==> run_1/metal_density.png <==
19 x 24 tiles, from dark blue (low) to red (high), scaled to the fullest tile. Values are wire area over tile area, all layers added.
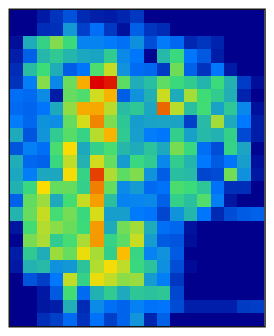
==> run_1/placement.png <==
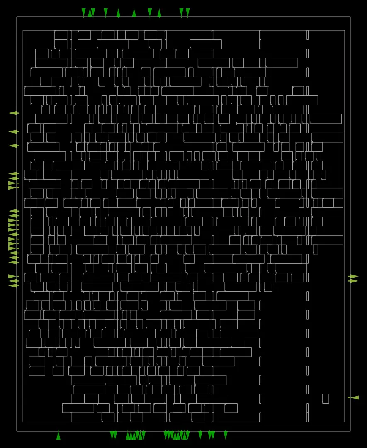
==> run_1/placement_by_type.png <==
Fill, decap, tap and diode cells in grey.
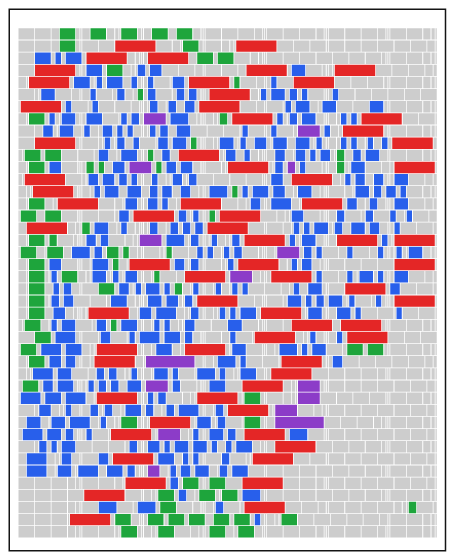
**src/rtl/piece_move_controller.sv**
```systemverilog
// Move sequencer for the falling tetromino: latches requests and gravity, issues one
// candidate at a time to the collision checker, then commits, discards or locks.
module piece_move_controller #(
  parameter int GRAV_PERIOD = 25000000,
  parameter int CHECK_LAT   = 1
) (
  input  logic       clk,
  input  logic       rst_n,
  input  logic       spawn,
  input  logic [2:0] spawn_shape,
  input  logic [3:0] spawn_x,
  input  logic [4:0] spawn_y,
  input  logic       req_rot,
  input  logic       req_left,
  input  logic       req_right,
  input  logic       req_down,
  input  logic       chk_valid,
  input  logic [3:0] chk_colmask,
  output logic [3:0] chk_x,
  output logic [4:0] chk_y,
  output logic [2:0] chk_shape,
  output logic [1:0] chk_rot,
  output logic [3:0] cur_x,
  output logic [4:0] cur_y,
  output logic [2:0] cur_shape,
  output logic [1:0] cur_rot,
  output logic       active,
  output logic       moved,
  output logic       lock,
  output logic       game_over
);

  localparam int GW = (GRAV_PERIOD > 1) ? $clog2(GRAV_PERIOD) : 1;
  localparam int LW = (CHECK_LAT > 1) ? $clog2(CHECK_LAT) : 1;

  typedef enum logic [2:0] {
    S_IDLE, S_SP_ISSUE, S_SP_EVAL, S_READY, S_ISSUE, S_EVAL, S_LOCK, S_OVER
  } state_t;

  typedef enum logic [2:0] {
    K_ROT, K_LEFT, K_RIGHT, K_DOWN, K_GRAV
  } kind_t;

  state_t        r_state;
  kind_t         r_kind;
  logic [3:0]    r_chk_x, r_cur_x;
  logic [4:0]    r_chk_y, r_cur_y;
  logic [2:0]    r_chk_shape, r_cur_shape;
  logic [1:0]    r_chk_rot, r_cur_rot;
  logic          r_active, r_moved, r_lock, r_game_over;
  logic [4:0]    r_pend;
  logic [GW-1:0] r_grav_cnt;
  logic [LW-1:0] r_lat;

  logic          w_active_st;
  logic          w_grav_tick;
  logic [4:0]    w_grant;
  logic [4:0]    w_pend_next;
  logic [3:0]    w_col_ok;
  logic          w_range_ok;
  logic          w_legal;
  logic          w_lat_done;
  kind_t         w_kind;
  logic [3:0]    w_cand_x;
  logic [4:0]    w_cand_y;
  logic [1:0]    w_cand_rot;

  assign w_active_st = (r_state == S_READY) || (r_state == S_ISSUE) || (r_state == S_EVAL);
  assign w_grav_tick = w_active_st && (r_grav_cnt == GW'(GRAV_PERIOD - 1));
  assign w_lat_done  = (r_lat == LW'(CHECK_LAT - 1));

  // Every occupied pattern column must land on a playfield column (3..12).
  generate
    for (genvar gi = 0; gi < 4; gi++) begin : g_col
      logic [4:0] w_sum;
      assign w_sum        = {1'b0, r_chk_x} + 5'(gi);
      assign w_col_ok[gi] = !chk_colmask[gi] || ((w_sum >= 5'd3) && (w_sum <= 5'd12));
    end
  endgenerate

  assign w_range_ok = &w_col_ok;
  assign w_legal    = chk_valid && w_range_ok;

  // Lowest set bit wins: rot > left > right > down > gravity.
  assign w_grant = r_pend & (~r_pend + 5'd1);

  always_comb begin
    w_kind     = K_GRAV;
    w_cand_x   = r_cur_x;
    w_cand_y   = r_cur_y - 5'd1;
    w_cand_rot = r_cur_rot;
    if (r_pend[0]) begin
      w_kind     = K_ROT;
      w_cand_y   = r_cur_y;
      w_cand_rot = r_cur_rot + 2'd1;
    end else if (r_pend[1]) begin
      w_kind   = K_LEFT;
      w_cand_y = r_cur_y;
      w_cand_x = r_cur_x - 4'd1;
    end else if (r_pend[2]) begin
      w_kind   = K_RIGHT;
      w_cand_y = r_cur_y;
      w_cand_x = r_cur_x + 4'd1;
    end else if (r_pend[3]) begin
      w_kind = K_DOWN;
    end
  end

  always_comb begin
    w_pend_next = r_pend;
    if (r_state == S_LOCK) begin
      w_pend_next = '0;
    end else if ((r_state != S_IDLE) && (r_state != S_OVER)) begin
      if (r_state == S_READY) w_pend_next = w_pend_next & ~w_grant;
      w_pend_next = w_pend_next | {w_grav_tick, req_down, req_right, req_left, req_rot};
    end
  end

  always_ff @(posedge clk or negedge rst_n) begin
    if (!rst_n) begin
      r_state     <= S_IDLE;
      r_kind      <= K_ROT;
      r_chk_x     <= '0;
      r_chk_y     <= '0;
      r_chk_shape <= '0;
      r_chk_rot   <= '0;
      r_cur_x     <= '0;
      r_cur_y     <= '0;
      r_cur_shape <= '0;
      r_cur_rot   <= '0;
      r_active    <= 1'b0;
      r_moved     <= 1'b0;
      r_lock      <= 1'b0;
      r_game_over <= 1'b0;
      r_pend      <= '0;
      r_grav_cnt  <= '0;
      r_lat       <= '0;
    end else begin
      r_moved <= 1'b0;
      r_lock  <= 1'b0;
      r_pend  <= w_pend_next;
      if (w_active_st) r_grav_cnt <= w_grav_tick ? '0 : r_grav_cnt + GW'(1);

      unique case (r_state)
        S_IDLE: begin
          if (spawn) begin
            r_chk_x     <= spawn_x;
            r_chk_y     <= spawn_y;
            r_chk_shape <= spawn_shape;
            r_chk_rot   <= 2'd0;
            r_lat       <= '0;
            r_state     <= S_SP_ISSUE;
          end
        end
        S_SP_ISSUE: begin
          if (w_lat_done) r_state <= S_SP_EVAL;
          else            r_lat   <= r_lat + LW'(1);
        end
        S_SP_EVAL: begin
          if (w_legal) begin
            r_cur_x     <= r_chk_x;
            r_cur_y     <= r_chk_y;
            r_cur_shape <= r_chk_shape;
            r_cur_rot   <= r_chk_rot;
            r_moved     <= 1'b1;
            r_active    <= 1'b1;
            r_grav_cnt  <= '0;
            r_state     <= S_READY;
          end else begin
            r_chk_x     <= r_cur_x;
            r_chk_y     <= r_cur_y;
            r_chk_shape <= r_cur_shape;
            r_chk_rot   <= r_cur_rot;
            r_game_over <= 1'b1;
            r_state     <= S_OVER;
          end
        end
        S_READY: begin
          if (|r_pend) begin
            r_kind    <= w_kind;
            r_chk_x   <= w_cand_x;
            r_chk_y   <= w_cand_y;
            r_chk_rot <= w_cand_rot;
            r_lat     <= '0;
            r_state   <= S_ISSUE;
          end
        end
        S_ISSUE: begin
          if (w_lat_done) r_state <= S_EVAL;
          else            r_lat   <= r_lat + LW'(1);
        end
        S_EVAL: begin
          if (w_legal) begin
            r_cur_x   <= r_chk_x;
            r_cur_y   <= r_chk_y;
            r_cur_rot <= r_chk_rot;
            r_moved   <= 1'b1;
            if (r_kind == K_DOWN) r_grav_cnt <= '0;
            r_state   <= S_READY;
          end else begin
            // A rejected candidate is dropped; chk_* go back to tracking cur_*.
            r_chk_x   <= r_cur_x;
            r_chk_y   <= r_cur_y;
            r_chk_rot <= r_cur_rot;
            if ((r_kind == K_DOWN) || (r_kind == K_GRAV)) begin
              r_lock   <= 1'b1;
              r_active <= 1'b0;
              r_state  <= S_LOCK;
            end else begin
              r_state <= S_READY;
            end
          end
        end
        S_LOCK: begin
          r_state <= S_IDLE;
        end
        S_OVER: begin
          r_state <= S_OVER;
        end
        default: begin
          r_state <= S_IDLE;
        end
      endcase
    end
  end

  assign chk_x     = r_chk_x;
  assign chk_y     = r_chk_y;
  assign chk_shape = r_chk_shape;
  assign chk_rot   = r_chk_rot;
  assign cur_x     = r_cur_x;
  assign cur_y     = r_cur_y;
  assign cur_shape = r_cur_shape;
  assign cur_rot   = r_cur_rot;
  assign active    = r_active;
  assign moved     = r_moved;
  assign lock      = r_lock;
  assign game_over = r_game_over;

endmodule

```
**config.mk**
```make
export PLATFORM = sky130hd
export DESIGN_NAME = piece_move_controller
export DESIGN_NICKNAME = d
export VERILOG_FILES = /design/src/rtl/piece_move_controller.sv
export SDC_FILE = /design/constraint.sdc
export NUM_CORES = 1
export LEC_CHECK = 0
export CAP_MARGIN = 20
export CELL_PAD_IN_SITES_DETAIL_PLACEMENT = 1
export CELL_PAD_IN_SITES_GLOBAL_PLACEMENT = 1
export CORE_ASPECT_RATIO = 1.25
export CORE_MARGIN = 1.5
export CORE_UTILIZATION = 35
export CTS_BUF_LIST = sky130_fd_sc_hd__clkbuf_2 sky130_fd_sc_hd__clkbuf_4 sky130_fd_sc_hd__clkbuf_8
export DETAILED_ROUTE_END_ITERATION = 8
export GPL_TIMING_DRIVEN = 0
export MAX_ROUTING_LAYER = met4
export PLACE_DENSITY = 0.78
export RECOVER_POWER = 25
export SLEW_MARGIN = 0
export SYNTH_ARGS = -nofsm -noshare
export SYNTH_HDL_FRONTEND = slang
export SYNTH_SLANG_ARGS = --single-unit
```
**constraint.sdc**
```tcl
create_clock -name clk -period 4.5 [get_ports clk]
set_input_delay 0.9 -clock clk [delete_from_list [all_inputs] [get_ports clk]]
set_output_delay 0.9 -clock clk [all_outputs]
set_load 0.03 [all_outputs]
```
==> summary.txt, run 1 <==
Physical implementation status

On the critical path, the stage with the largest delay is an instance of sky130_fd_sc_hd__dfrtp_1. TritonCTS built the clock tree. Averaged over all synthesized cells, the footprint is 9.32 sq um. The number of search-and-repair iterations in the first detailed-routing pass stands at 4. Setup repair after global routing left no endpoint under its margin. The worst-case clock buffer depth stands at 2. The final clock period utilization by the worst path stands at 0.657. The power drawn by the clock network stands at 0.578 mW. For this run, design rule violations remaining after detail routing come to 0. The width of the die stands at 97.4 um. Counting cells, the worst reg-to-reg path comes to 10. In this run the number of H-tree levels came out at 3. Entering global routing, the biggest net connects 69 pins. The final report gives the standard cell area, fillers excluded, as 0.00483 sq mm.

The worst setup path is of the reg2reg kind. The fraction of power spent switching nets stands at 0.450. The share of synthesized area in the top cell type comes to 0.437. The first routing iteration left 111 violations. The Yosys warning count stands at 0.

The count of cells in the finished layout, fillers not included, comes to 620. Nets still carrying antenna violations after routing amount to 0. The checks that failed: capacitance limit, slew limit.

The global route stage reports its total congestion overflow as 0. The power report attributes to the sequential group a share of 0.296. The static leakage stands at 2.09 nW. After clock tree synthesis, the repair step resized 0 gates. The insertion delay of the later-clocked pin in the worst-skew pair stands at 350 ps. The detailed-route via count stands at 3,350. After synthesis, the netlist uses 55 different library cells.

The clock group share of total power stands at 0.168. Yosys mapped a number of flops with a built-in enable equal to 0. In this run the count of I/O pins placed on the die edge is 56. The design internal power stands at 1.89 mW. The required arrival time at the worst endpoint stands at 4730 ps. The number of placed instances, taps included, is 605. For the final routed database, the setup TNS stands at 0 ps. Sorting the synthesis cell report by count puts at the top sky130_fd_sc_hd__dfrtp_1. The register bit count reported by yosys stands at 68. In this run the critical register-to-register path is captured at r_grav_cnt[22]$_DFF_PN0_.

The synthesized netlist handed to floorplanning was reported with a cell count of 418. The via count of the first global-routing pass stands at 3,599. The total routing usage reported by global routing stands at 0.193. The chip area line of the yosys report stands at 0.00390 sq mm. For the sequential group, total power comes out at 1.02 mW. The number of setup buffers added after CTS stands at 0.

The final hold violation count recorded for this run is 0. After its last routability iteration, the placer logged a weighted congestion of 0.839. For the combinational group, total power comes out at 1.85 mW. After the last flow step, the layout net total stands at 522. The number of nets produced by synthesis stands at 456. The yosys stat cell total stands at 418.

The wire length of the first global-routing pass stands at 17.7 mm. The cell row count stands at 42. The critical path maximum fanout is 10.

Per report_power, the top consumer among the power groups is combinational logic. Note that the worst hold path type here is reg2reg. The layout-stage area growth over the synthesis result stands at 24.0%. Looking at the max-slew report, the worst-margin pin has a slew of 1740 ps. The OpenROAD report gives the critical path a data arrival time of 3190 ps. The worst reg-to-reg setup slack stands at 1540 ps. Summed over all instances, the cell type with the most area after synthesis is sky130_fd_sc_hd__dfrtp_1. Per Yosys stat, the portion of area used by sequential elements is 0.437. On the critical path the largest part of the delay comes from buffers and inverters. In the synthesized netlist the dominant register cell turns out to be sky130_fd_sc_hd__dfrtp_1. The die covers 0.0118 sq mm. In this run the power spent charging and discharging nets is 1.55 mW. The launch point of the worst min-delay path is recorded as game_over$_DFFE_PN0P_.

Ranked by instance count, the synthesized netlist is headed by sky130_fd_sc_hd__dfrtp_1 (68), sky130_fd_sc_hd__nor2_1 (57), sky130_fd_sc_hd__nand2_1 (36), sky130_fd_sc_hd__xor2_1 (24), sky130_fd_sc_hd__a21oi_1 (21). The number of maximum-capacitance violations recorded for the run is 1. The number of buffer and inverter stages on the critical path stands at 3.

The run finished, with violations left. The cell sequence reported for the critical path is inv_1 -> ha_1 -> a21oi_1 -> xor2_1 -> mux2i_1 -> nand4_1 -> buf_2 -> o21ai_1 -> buf_2 -> nor2_1. The minimum period implied by the final worst setup slack stands at 2960 ps.

In this run the clock root is driven by a sky130_fd_sc_hd__clkbuf_8. At the floorplan stage, the core utilization is reported as 0.363. The final layout contains routed wiring with a total length of 10.4 mm. The core region area stands at 0.0107 sq mm. For reference, the final report shows the max-slew violation count at 69. TritonCTS created 9 clock buffers. The timing report gives the biggest stage delay along the critical path as 560 ps.

Input and output buffers added on the ports amount to 55. The number of clock sinks stands at 68.
-- metal_density.png (at the start) --
The mean over all tiles is 0.13. The emptiest ninth of the die: lower right. 18% of the tiles are nearly empty. 20% of the tiles are over half the peak.

-- placement.png (at the start) --
number of inserted filler cells in the final layout: 1,262
Well Taps: 132
sequential cell count: 68

-- placement_by_type.png (at the start) --
Key: other buffers and delay cells = green [cells 76]; combinational and other logic = blue [cells 329]; flops = red [cells 68]; clock drivers and dummy loads = purple [cells 15]

run 1: per-stage QoR:
stage,power (mW),setup WS (ps)
finish,3.44,1540
global route,3.69,1280
CTS,3.47,1560
detailed placement,2.88,1230
global placement,2.80,148
floorplan,2.25,1920
run 1: flip-flops by register name (all words and copies together), names as in the netlist:
name,cells
active,1
chk_rot,2
chk_shape,3
chk_x,4
chk_y,5
cur_rot,2
cur_shape,3
cur_x,4
cur_y,5
game_over,1
lock,1
moved,1
r_grav_cnt,25
r_kind,3
r_pend,5
r_state,3
run 1: per-layer routing:
| metal | track usage | vias to the layer above | wire length, um |
|---|---|---|---|
| met4 | 0.0625 | 0 | 129 |
| met1 | 0.223 | 1680 | 4540 |
| met5 | - | - | 0 |
| met3 | 0.0328 | 10 | 235 |
| li1 | - | 1614 | - |
| met2 | 0.343 | 46 | 5480 |
run 1: cells in the final DEF (no fill, tap or decap), drive strengths merged, types with 2 or more instances in the layout:
| cell type | n |
|---|---|
| dfrtp | 68 |
| nor2 | 57 |
| clkdlybuf4s50 | 54 |
| nand2 | 36 |
| xor2 | 24 |
| clkbuf | 24 |
| a21oi | 21 |
| o21ai | 20 |
| nand3 | 16 |
| xnor2 | 14 |
| a221o | 14 |
| ha | 14 |
| inv | 14 |
| nor3 | 9 |
| buf | 9 |
| nand4 | 8 |
| mux2 | 8 |
| mux2i | 7 |
| or3 | 6 |
| nor2b | 5 |
| nand2b | 4 |
| and3 | 4 |
| a211oi | 4 |
| and2 | 4 |
| and4 | 3 |
| o211ai | 3 |
| nor4 | 3 |
| o2bb2ai | 3 |
| a2111oi | 2 |
| nor3b | 2 |
| a22oi | 2 |
| o21a | 2 |
| a21o | 2 |
| o32ai | 2 |
| o22ai | 2 |
| bufinv | 2 |
| or4 | 2 |
run 1: cells by family after synthesis:
| logic type | count (synthesis) | share of synthesized area |
|---|---|---|
| buffers and inverters | 35 | 0.0369 |
| adders and majority gates | 14 | 0.0450 |
| AOI/OAI and AO/OA | 83 | 0.147 |
| DFF | 68 | 0.437 |
| xor gates and xnor gates | 38 | 0.0854 |
| muxes | 15 | 0.0411 |
| and+or+nand+nor | 165 | 0.207 |
run 1: layout make-up:
cell class,count,area (sq um),area share
Tap cell,132,165,0.0342
Multi-Input combinational cell,315,2050,0.425
Inverter,14,52.6,0.0109
Sequential cell,68,1700,0.352
Buffer,21,91.3,0.0189
Clock inverter,4,72.6,0.0150
Timing Repair Buffer,55,546,0.113
Clock buffer,11,151,0.0313
run 1: how the worst max path moves through the flow:
stage / start / endpoint / depth (start not counted)
global placement: rst_n / chk_shape[1]$_DFFE_PN0P_ / 1
CTS: chk_x[1]$_DFFE_PN0P_ / r_grav_cnt[22]$_DFF_PN0_ / 10
detailed placement: chk_colmask[2] / r_grav_cnt[5]$_DFF_PN0_ / 9
floorplan: chk_x[0]$_DFFE_PN0P_ / cur_rot[0]$_DFFE_PN0N_ / 8
global route: chk_x[1]$_DFFE_PN0P_ / r_grav_cnt[18]$_DFF_PN0_ / 10
finish: chk_x[1]$_DFFE_PN0P_ / r_grav_cnt[22]$_DFF_PN0_ / 10
==> run 1 -> run 2 <==
--- a/config.mk
+++ b/config.mk
@@ -15,7 +15,7 @@
 export DETAILED_ROUTE_END_ITERATION = 8
 export GPL_TIMING_DRIVEN = 0
 export MAX_ROUTING_LAYER = met4
-export PLACE_DENSITY = 0.78
+export PLACE_DENSITY = 0.8
 export RECOVER_POWER = 25
 export SLEW_MARGIN = 0
 export SYNTH_ARGS = -nofsm -noshare
==> constraint.sdc (replaced) <==
create_clock -name clk -period 2.7 [get_ports clk]
set_input_delay 0.54 -clock clk [delete_from_list [all_inputs] [get_ports clk]]
set_output_delay 0.54 -clock clk [all_outputs]
set_load 0.03 [all_outputs]
==> run 2 against run 1 <==
The flow still finishes with violations (capacitance limit, slew limit). Register-to-register slack worse by 1400 ps. Synthesized cell count stayed put. Final area is 0.54% higher. Sequential share of layout area is 0.11 points lower. Largest power group unchanged. Clock-buffer cell count is 3 higher. Synthesized area stayed put.
==> summary.txt, run 2 <==
Physical implementation status

The post-synth count of flops with an enable pin is 0. During synthesis, Yosys emitted a total of 0 warnings. As reported, the later end of the worst-skew pair has a clock insertion delay of 350 ps. Per the timing report, the biggest fanout along the worst path comes to 10. The register bit count reported by yosys stands at 68. Counting cells, the worst reg-to-reg path comes to 8. The net count reported at finish stands at 526.

The cell row count stands at 42. The residual DRC count stands at 0. The number of flip-flops under the largest register name stands at 25. The number of levels the H-tree was split into stands at 3. The critical path contains buffers and inverters numbering 2 combined.

r_grav_cnt holds more flip-flops than any other register. The checks that failed: capacitance limit, slew limit. The die is 97.4 um wide. The report lists the cells along the critical path as inv_2 -> ha_1 -> a2111oi_1 -> o21ai_1 -> nand4_1 -> nand2b_1 -> buf_4 -> mux2_1.

Across every metal layer, demand over resource in global routing totals 0.197. The flow ran to the end, but the final reports show violations. Leaving out fill and tap cells, the most frequent cell in the layout is sky130_fd_sc_hd__dfrtp_1. Prior to clock tree synthesis, the placed netlist has a worst setup slack of -199 ps. The data arrival at the endpoint of the critical path stands at 2740 ps.

The final clock period utilization by the worst path stands at 0.931. The final weighted congestion in routability-driven placement stands at 0.814. Hold-check failures listed in the final report amount to 0. The synthesized design spends more area on one cell type than any other, namely sky130_fd_sc_hd__dfrtp_1. The number of CTS-inserted buffers stands at 9. The post-detailed-routing wire length stands at 10.8 mm. The static leakage stands at 2.10 nW. The final instance area stands at 0.00486 sq mm. The first global-routing pass estimated 18.0 mm of wire. Looking at the reg2reg group, the worst path ends at cur_rot[0]$_DFFE_PN0N_. In the post-route analysis, the smallest setup slack over all paths is 187 ps. The floorplan-stage core utilization stands at 0.363. The STA report counts the stages on the worst setup path as 8.

TritonCTS built the clock tree. The post-route antenna net violation count stands at 0. The reported max-cap violation count stands at 1. Pins over their slew limit in the final report were tallied at 69.
## run 2: cell count changes in the layout (fill, tap and decap cells not counted), sizes merged
cell | previous run | this run
buf | 9 | 12
bufinv | 2 | 0
clkbuf | 24 | 28
clkinvlp | 1 | 0
## run 2: final cells by class
cell class                      instances  area (sq um)
Buffer                                 20           100
Clock buffer                           14           186
Clock inverter                          1          5.00
Fill cell                            1262          5860
Inverter                               14          52.6
Multi-Input combinational cell        315          2060
Sequential cell                        68          1710
Tap cell                              132           165
Timing Repair Buffer                   60           583
## run 2: stage by stage
stage	TNS, ps	total power [mW]	cells
after CTS	0	5.69	620
final	0	5.71	624
after global placement	-92040	4.68	605
after floorplan	0	3.75	418
after global routing	-15.5	6.12	624
after detailed placement	-5550	4.81	605
## run 2: cells by family (layout without fill, tap and decap cells)
logic type	Yosys count	count (layout)	synth area share
AOI/OAI and AO/OA	83	83	0.147
xor gates and xnor gates	38	38	0.0854
adders and majority gates	14	14	0.0450
buffers and inverters	35	109	0.0369
DFF	68	68	0.437
muxes	15	15	0.0411
and+or+nand+nor	165	165	0.207
## run 2: per-layer routing
metal,global-route usage,routed length [um],up-vias
li1,-,-,1618
met1,0.222,4410,1743
met2,0.346,5900,56
met3,0.0369,301,18
met4,0.0768,199,0
met5,-,0,-
## run 2: worst reg2reg max path: stages, from the launching register on
cell,delay (ps)
sky130_fd_sc_hd__dfrtp_2,460
sky130_fd_sc_hd__inv_2,110
sky130_fd_sc_hd__ha_1,320
sky130_fd_sc_hd__a2111oi_1,390
sky130_fd_sc_hd__o21ai_1,160
sky130_fd_sc_hd__nand4_1,170
sky130_fd_sc_hd__nand2b_1,220
sky130_fd_sc_hd__buf_4,240
sky130_fd_sc_hd__mux2_1,340
## run 2: worst min path at each step
stage | from | to | slack (ps) | depth (start not counted)
after global routing | game_over$_DFFE_PN0P_ | game_over$_DFFE_PN0P_ | 490 | 1
after floorplan | rst_n | active$_DFFE_PN0P_ | 240 | 0
after global placement | game_over$_DFFE_PN0P_ | game_over$_DFFE_PN0P_ | 450 | 1
after CTS | rst_n | moved$_DFF_PN0_ | 340 | 1
after detailed placement | game_over$_DFFE_PN0P_ | game_over$_DFFE_PN0P_ | 450 | 1
final | game_over$_DFFE_PN0P_ | game_over$_DFFE_PN0P_ | 460 | 1
## run 2: report_power, final
| part | switching (mW) | internal [mW] | total, mW |
|---|---|---|---|
| clock | 0.384 | 0.438 | 0.822 |
| combinational | 1.88 | 1.31 | 3.19 |
| sequential | 0.352 | 1.35 | 1.70 |
| total | 2.62 | 3.10 | 5.71 |
## run 2: repair_timing
action,4_1_cts,5_1_grt
resized,7,7
setup buffers,0,5
endpoints found under the setup margin,41,53
hold buffers,0,0
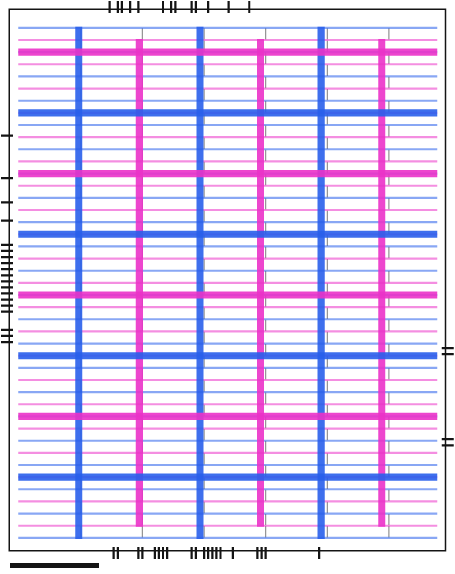
(run_2/power_grid.png)
Bar = 20 um. Pins as bars on the die edge. Tap cells in grey.
Key: VSS = blue; VDD = magenta
56 signal pins sit on the boundary. The core has 42 rows. 8 straps on met5.

Power and IR drop assume default switching activity.
